==> images/met3.png <==
Scale: 6 px per um.
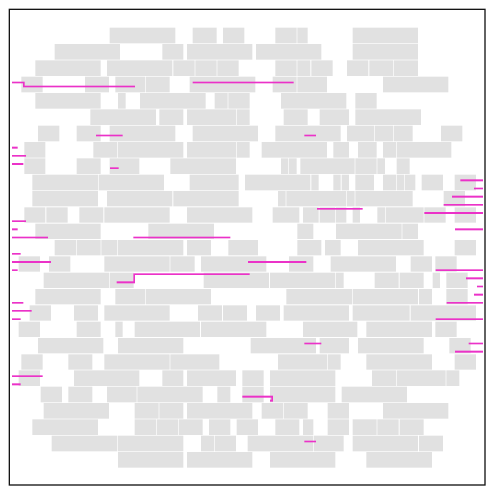
==> images/wire_density.png <==
Scale: 4 px per um. The die is cut into 16 by 16 equal tiles; dark blue is low, red is high, scaled to the fullest tile. Values are wire area over tile area, all layers added.
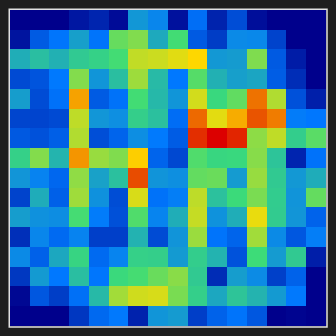
==> images/final_congestion.png <==
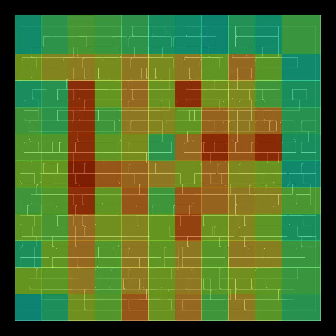
==> images/pins.png <==
Scale: 6 px per um. Pins as bars across the die edge, other pins in gray.
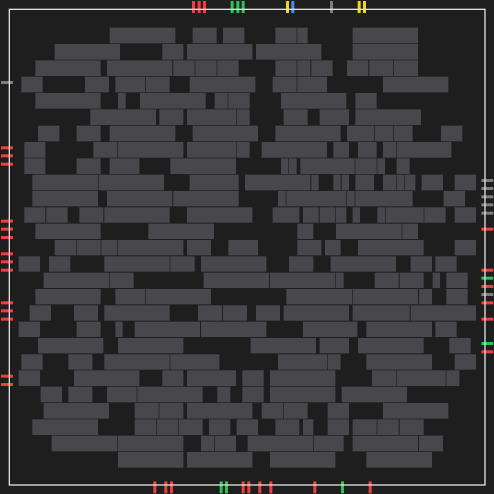
==> images/met2.png <==
Scale: 6 px per um.
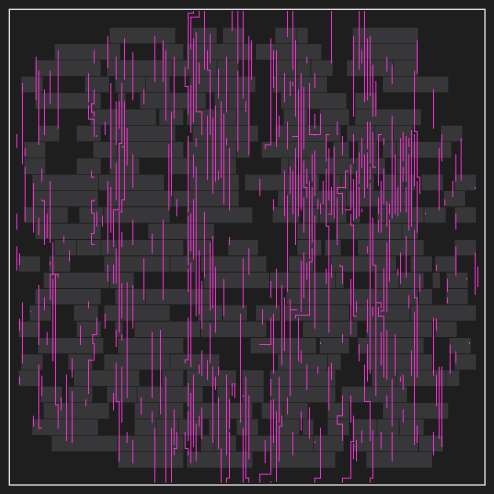
--- src/rtl/dc_skid_buf.sv ---
// Two-entry registered valid/ready buffer: a head slot feeding the consumer and a
// skid slot that catches one extra word, so in_rdy_o is a pure register output.
module dc_skid_buf #(
    parameter int PW = 8
) (
    input  logic          clk,
    input  logic          rst_n,
    input  logic          in_vld_i,
    input  logic [PW-1:0] in_data_i,
    output logic          in_rdy_o,
    output logic          out_vld_o,
    output logic [PW-1:0] out_data_o,
    input  logic          out_rdy_i
);

    logic          head_vld_q, head_vld_d;
    logic          skid_vld_q, skid_vld_d;
    logic [PW-1:0] head_q, head_d;
    logic [PW-1:0] skid_q, skid_d;
    logic          push;
    logic          pop;

    assign in_rdy_o   = !skid_vld_q;
    assign out_vld_o  = head_vld_q;
    assign out_data_o = head_q;

    assign push = in_vld_i && !skid_vld_q;
    assign pop  = out_rdy_i && head_vld_q;

    // A word arriving while the head is popped goes straight into the head slot.
    always_comb begin
        head_vld_d = head_vld_q;
        skid_vld_d = skid_vld_q;
        head_d     = head_q;
        skid_d     = skid_q;
        if (!head_vld_q || pop) begin
            if (skid_vld_q) begin
                head_d     = skid_q;
                head_vld_d = 1'b1;
                skid_vld_d = 1'b0;
            end else begin
                head_vld_d = push;
                if (push) begin
                    head_d = in_data_i;
                end
            end
        end else if (push) begin
            skid_d     = in_data_i;
            skid_vld_d = 1'b1;
        end
    end

    always_ff @(posedge clk or negedge rst_n) begin
        if (!rst_n) begin
            head_vld_q <= 1'b0;
            skid_vld_q <= 1'b0;
        end else begin
            head_vld_q <= head_vld_d;
            skid_vld_q <= skid_vld_d;
        end
    end

    always_ff @(posedge clk) begin
        head_q <= head_d;
        skid_q <= skid_d;
    end

endmodule

--- src/rtl/dc_wide2narrow.sv ---
// Wide-to-narrow width converter: serialises S_W-bit words into M_W-bit lanes,
// carrying sof/eof and a last-lane index so frames may end mid-word.
module dc_wide2narrow #(
    parameter int  S_W       = 32,
    parameter int  M_W       = 8,
    parameter bit  LSB_FIRST = 1'b1,
    localparam int RATIO     = S_W / M_W,
    localparam int CW        = $clog2(RATIO),
    localparam int SBW       = CW + 1
) (
    input  logic           clk,
    input  logic           rst_n,
    input  logic           s_vld_i,
    input  logic [S_W-1:0] s_data_i,
    input  logic           s_sof,
    input  logic [SBW-1:0] s_eof_sb,
    output logic           s_rdy_o,
    output logic           m_vld_o,
    output logic [M_W-1:0] m_data_o,
    output logic           m_sof,
    output logic           m_eof,
    input  logic           m_rdy_i
);

    localparam int             PW       = S_W + 1 + SBW;
    localparam logic [CW-1:0]  CNT_LAST = CW'(RATIO - 1);

    function automatic logic [M_W-1:0] lane_sel(input logic [S_W-1:0] word,
                                                 input logic [CW-1:0]  idx);
        int pos;
        pos = LSB_FIRST ? int'(idx) : (RATIO - 1 - int'(idx));
        return word[pos*M_W +: M_W];
    endfunction

    logic [PW-1:0]  s_payload;
    logic [PW-1:0]  act_payload;
    logic           act_vld;
    logic           act_sof;
    logic [SBW-1:0] act_eof_sb;
    logic [S_W-1:0] act_data;
    logic           act_eof;
    logic [CW-1:0]  act_last;
    logic           act_pop;

    logic [CW-1:0]  cnt_q, cnt_d;
    logic           last_lane;
    logic           m_xfer;

    assign s_payload = {s_sof, s_eof_sb, s_data_i};

    dc_skid_buf #(
        .PW (PW)
    ) u_buf (
        .clk        (clk),
        .rst_n      (rst_n),
        .in_vld_i   (s_vld_i),
        .in_data_i  (s_payload),
        .in_rdy_o   (s_rdy_o),
        .out_vld_o  (act_vld),
        .out_data_o (act_payload),
        .out_rdy_i  (act_pop)
    );

    assign act_sof    = act_payload[PW-1];
    assign act_eof_sb = act_payload[S_W +: SBW];
    assign act_data   = act_payload[S_W-1:0];
    assign act_eof    = act_eof_sb[CW];
    assign act_last   = act_eof_sb[CW-1:0];

    // A word ends at its final lane or, inside the closing word, at the eof lane;
    // any lanes past the eof lane are skipped without an output cycle.
    assign last_lane = (cnt_q == CNT_LAST) || (act_eof && (cnt_q == act_last));
    assign m_xfer    = act_vld && m_rdy_i;
    assign act_pop   = m_xfer && last_lane;

    always_comb begin
        cnt_d = cnt_q;
        if (m_xfer) begin
            cnt_d = last_lane ? '0 : cnt_q + 1'b1;
        end
    end

    always_ff @(posedge clk or negedge rst_n) begin
        if (!rst_n) begin
            cnt_q <= '0;
        end else begin
            cnt_q <= cnt_d;
        end
    end

    // Outputs are gated by the head valid so they read zero whenever it is empty.
    assign m_vld_o  = act_vld;
    assign m_data_o = act_vld ? lane_sel(act_data, cnt_q) : '0;
    assign m_sof    = act_vld && act_sof && (cnt_q == '0);
    assign m_eof    = act_vld && act_eof && (cnt_q == act_last);

endmodule

--- config.mk ---
export PLATFORM = sky130hd
export DESIGN_NAME = dc_wide2narrow
export DESIGN_NICKNAME = d
export VERILOG_FILES = /design/src/rtl/dc_skid_buf.sv /design/src/rtl/dc_wide2narrow.sv
export SDC_FILE = /design/constraint.sdc
export NUM_CORES = 1
export LEC_CHECK = 0
export CAP_MARGIN = 20
export CORE_UTILIZATION = 53
export DETAILED_ROUTE_END_ITERATION = 10
export GPL_ROUTABILITY_DRIVEN = 0
export PLACE_DENSITY = 0.75
export SLEW_MARGIN = 40
export SYNTH_ARGS = -nofsm -noshare
export SYNTH_HDL_FRONTEND = slang
export SYNTH_SLANG_ARGS = --single-unit
export TNS_END_PERCENT = 5
--- constraint.sdc ---
create_clock -name clk -period 3.7 [get_ports clk]
set_clock_uncertainty 0.1 [all_clocks]
set_input_delay 0.555 -clock clk [delete_from_list [all_inputs] [get_ports clk]]
set_output_delay 0.555 -clock clk [all_outputs]
set_load 0.01 [all_outputs]
==> results.cfg <==
; flow metrics
[status]
status = complete, no violations

[synthesis]
synthTopCellsByCount = edfxtp_1, mux2_2, and2_1
synth_chip_area_mm2 = 0.00315
syn_area_mm2 = 0.00315
postSynthSeqShare = 0.719
synth-main-ff-cell = edfxtp_1
ys_seq_elements = 76
top_area_frac = 0.687
yosysWarnings = 0
synth_top_cell_by_area = edfxtp_1
synth.net_count = 207
top_cell = edfxtp_1
synth_cell_types = 25
syn-mean-instance-area_um2 = 19.1

[finish]
area_growth_syn_to_layout_pct = 24.8
drive_gt1_frac = 0.276
antennaDiodeCount = 0
fillCellCount = 399

[detailed_routing]
route.met3.wl_um = 203
ant_nets = 0
m1WireLength_um = 2320
via_per_inst = 5.44
first_pass_iters = 5
dr_wl_met2_um = 2660

[power]
intPower_mw = 2.03
seqPwrFrac = 0.478
top_power_group = registers
powerClk_mw = 0.588
p_leak_nw = 1.34
comb_power_share = 0.313
powerDensity_mw_per_mm2 = 715
seq_power_mw = 1.34

[timing]
fmax_mhz = 329
rsz0062_at_grt = no
setup_viol = 0
max_slew_margin = 0.542
finalMaxSlewViolations = 0

[clock_network]
post_cts_buffers = 0
cts_tree = yes
cts.sinks = 76
cts_made_buffers = 9
clk_path_buf_depth = 2
clkTransAtPathRegs_ns = 0.07
clk_latency_ns = 0.34
hold_buffers = 0

[critical_path]
required_ns = 3.04
cp_top_family = flip-flops
worst-path-max-fanout = 13
critPathBufInv = 1
endpoint_kind = output pin
cpPeakStageDelay_ns = 0.79
r2r_end = u_buf.skid_q[30]$_DFFE_PP_
r2r-start = cnt_q[0]$_DFFE_PN0N_
reg2reg_setup_slack_ns = 1.14
cp_num_cells = 3
crit_start = cnt_q[0]$_DFFE_PN0N_
cp_slowest_cell = dfrtp_1

[worst_hold_path]
worstHoldPathType = in2async

[global_route]
grt_pass1_vias = 1732
grt_pass1_wl_um = 8390
grt_max_degree = 37
overflow = 0
grt_use_met1 = 0.238
antenna_found_initial = 0

[floorplanning]
coreArea_mm2 = 0.00561
rows = 27
chipArea_mm2 = 0.00625
ios = 52
fp_util = 0.561

[placed_design]
dp_hpwl_um = 3570

[run]
maxCapViolCount = 0
About met3.png:
main direction	horizontal
share of all routed wire	3.9%
nets with wire on the layer	33
wire length on this layer	204 um
GR Util met3: 0.0379
final wirelength: 5280 um
routed via count: 1632

About wire_density.png:
mean over tiles	0.13
fullest tile	0.38
tiles over half the peak	24%
densest ninth of the die	right middle
nearly empty tiles	7.4%

About final_congestion.png:
average wire per standard cell: 17.6 um
Util after Layout: 0.700
GRT Max-Usage Layer: met2
GRT Util Overall: 0.189
met2 GRT Util: 0.305

About pins.png:
port	color	pins	direction	edge
m_data_o	green	8	output	3 top, 3 bottom, 2 right
s_eof_sb	yellow	3	input	top
s_data_i	red	32	input	14 left, 9 bottom, 6 right, 3 top
s_sof	blue	1	input	top
Die H: 79.1 um
Die Wd: 79.1 um
PortBufs: 51

About met2.png:
main direction	vertical
nets with wire on the layer	243

[layout make-up]
cell class                      count  area share
Inverter                            7     0.00669
Timing Repair Buffer               54       0.136
Multi-Input combinational cell     75       0.212
Clock buffer                       10      0.0325
Sequential cell                    76       0.576
Tap cell                           72      0.0229
Clock inverter                      6      0.0140
[flip-flops by register name (all words and copies together), names as in the netlist]
register and count:
u_buf.skid_q 36, u_buf.skid_vld_q 1, u_buf.out_data_o 36, cnt_q 2, u_buf.out_vld_o 1
[placed cells by master, fill, tap and decap left out, types with 2 or more instances in the layout]
cell type / netlist / routed
edfxtp_1: 72 / 72
clkdlybuf4s50_1: 0 / 51
mux2_2: 36 / 36
and2_1: 9 / 9
clkbuf_8: 0 / 9
inv_1: 7 / 7
mux4_2: 7 / 7
nand2_1: 4 / 4
dfrtp_1: 4 / 3
buf_4: 1 / 3
and3_1: 2 / 2
xnor2_1: 2 / 2
ha_1: 2 / 2
clkinv_1: 0 / 2
clkinv_2: 0 / 2
[through the flow]
stage / area [um2] / setup WS [ns] / utilization / hold WS, ns / cells
after detailed placement: 3740 / 1.01 / 0.667 / 0.434 / 284
final: 3930 / 0.658 / 0.700 / 0.330 / 300
after global routing: 3930 / 0.534 / 0.700 / 0.338 / 300
after CTS: 3930 / 0.631 / 0.700 / 0.321 / 300
after global placement: 3730 / 1.04 / 0.666 / 0.432 / 284
after floorplan: 3150 / 0.892 / - / 0.159 / 165
[kinds of logic after synthesis]
logic type / Yosys count / synth area share
buffers and inverters: 14 / 0.0199
multiplexers: 44 / 0.187
flip-flops: 76 / 0.719
AND-OR/OR-AND: 10 / 0.0306
adder cells (fa/ha/maj): 2 / 0.00795
AND/OR/NAND/NOR: 17 / 0.0298
XOR/XNOR: 2 / 0.00557
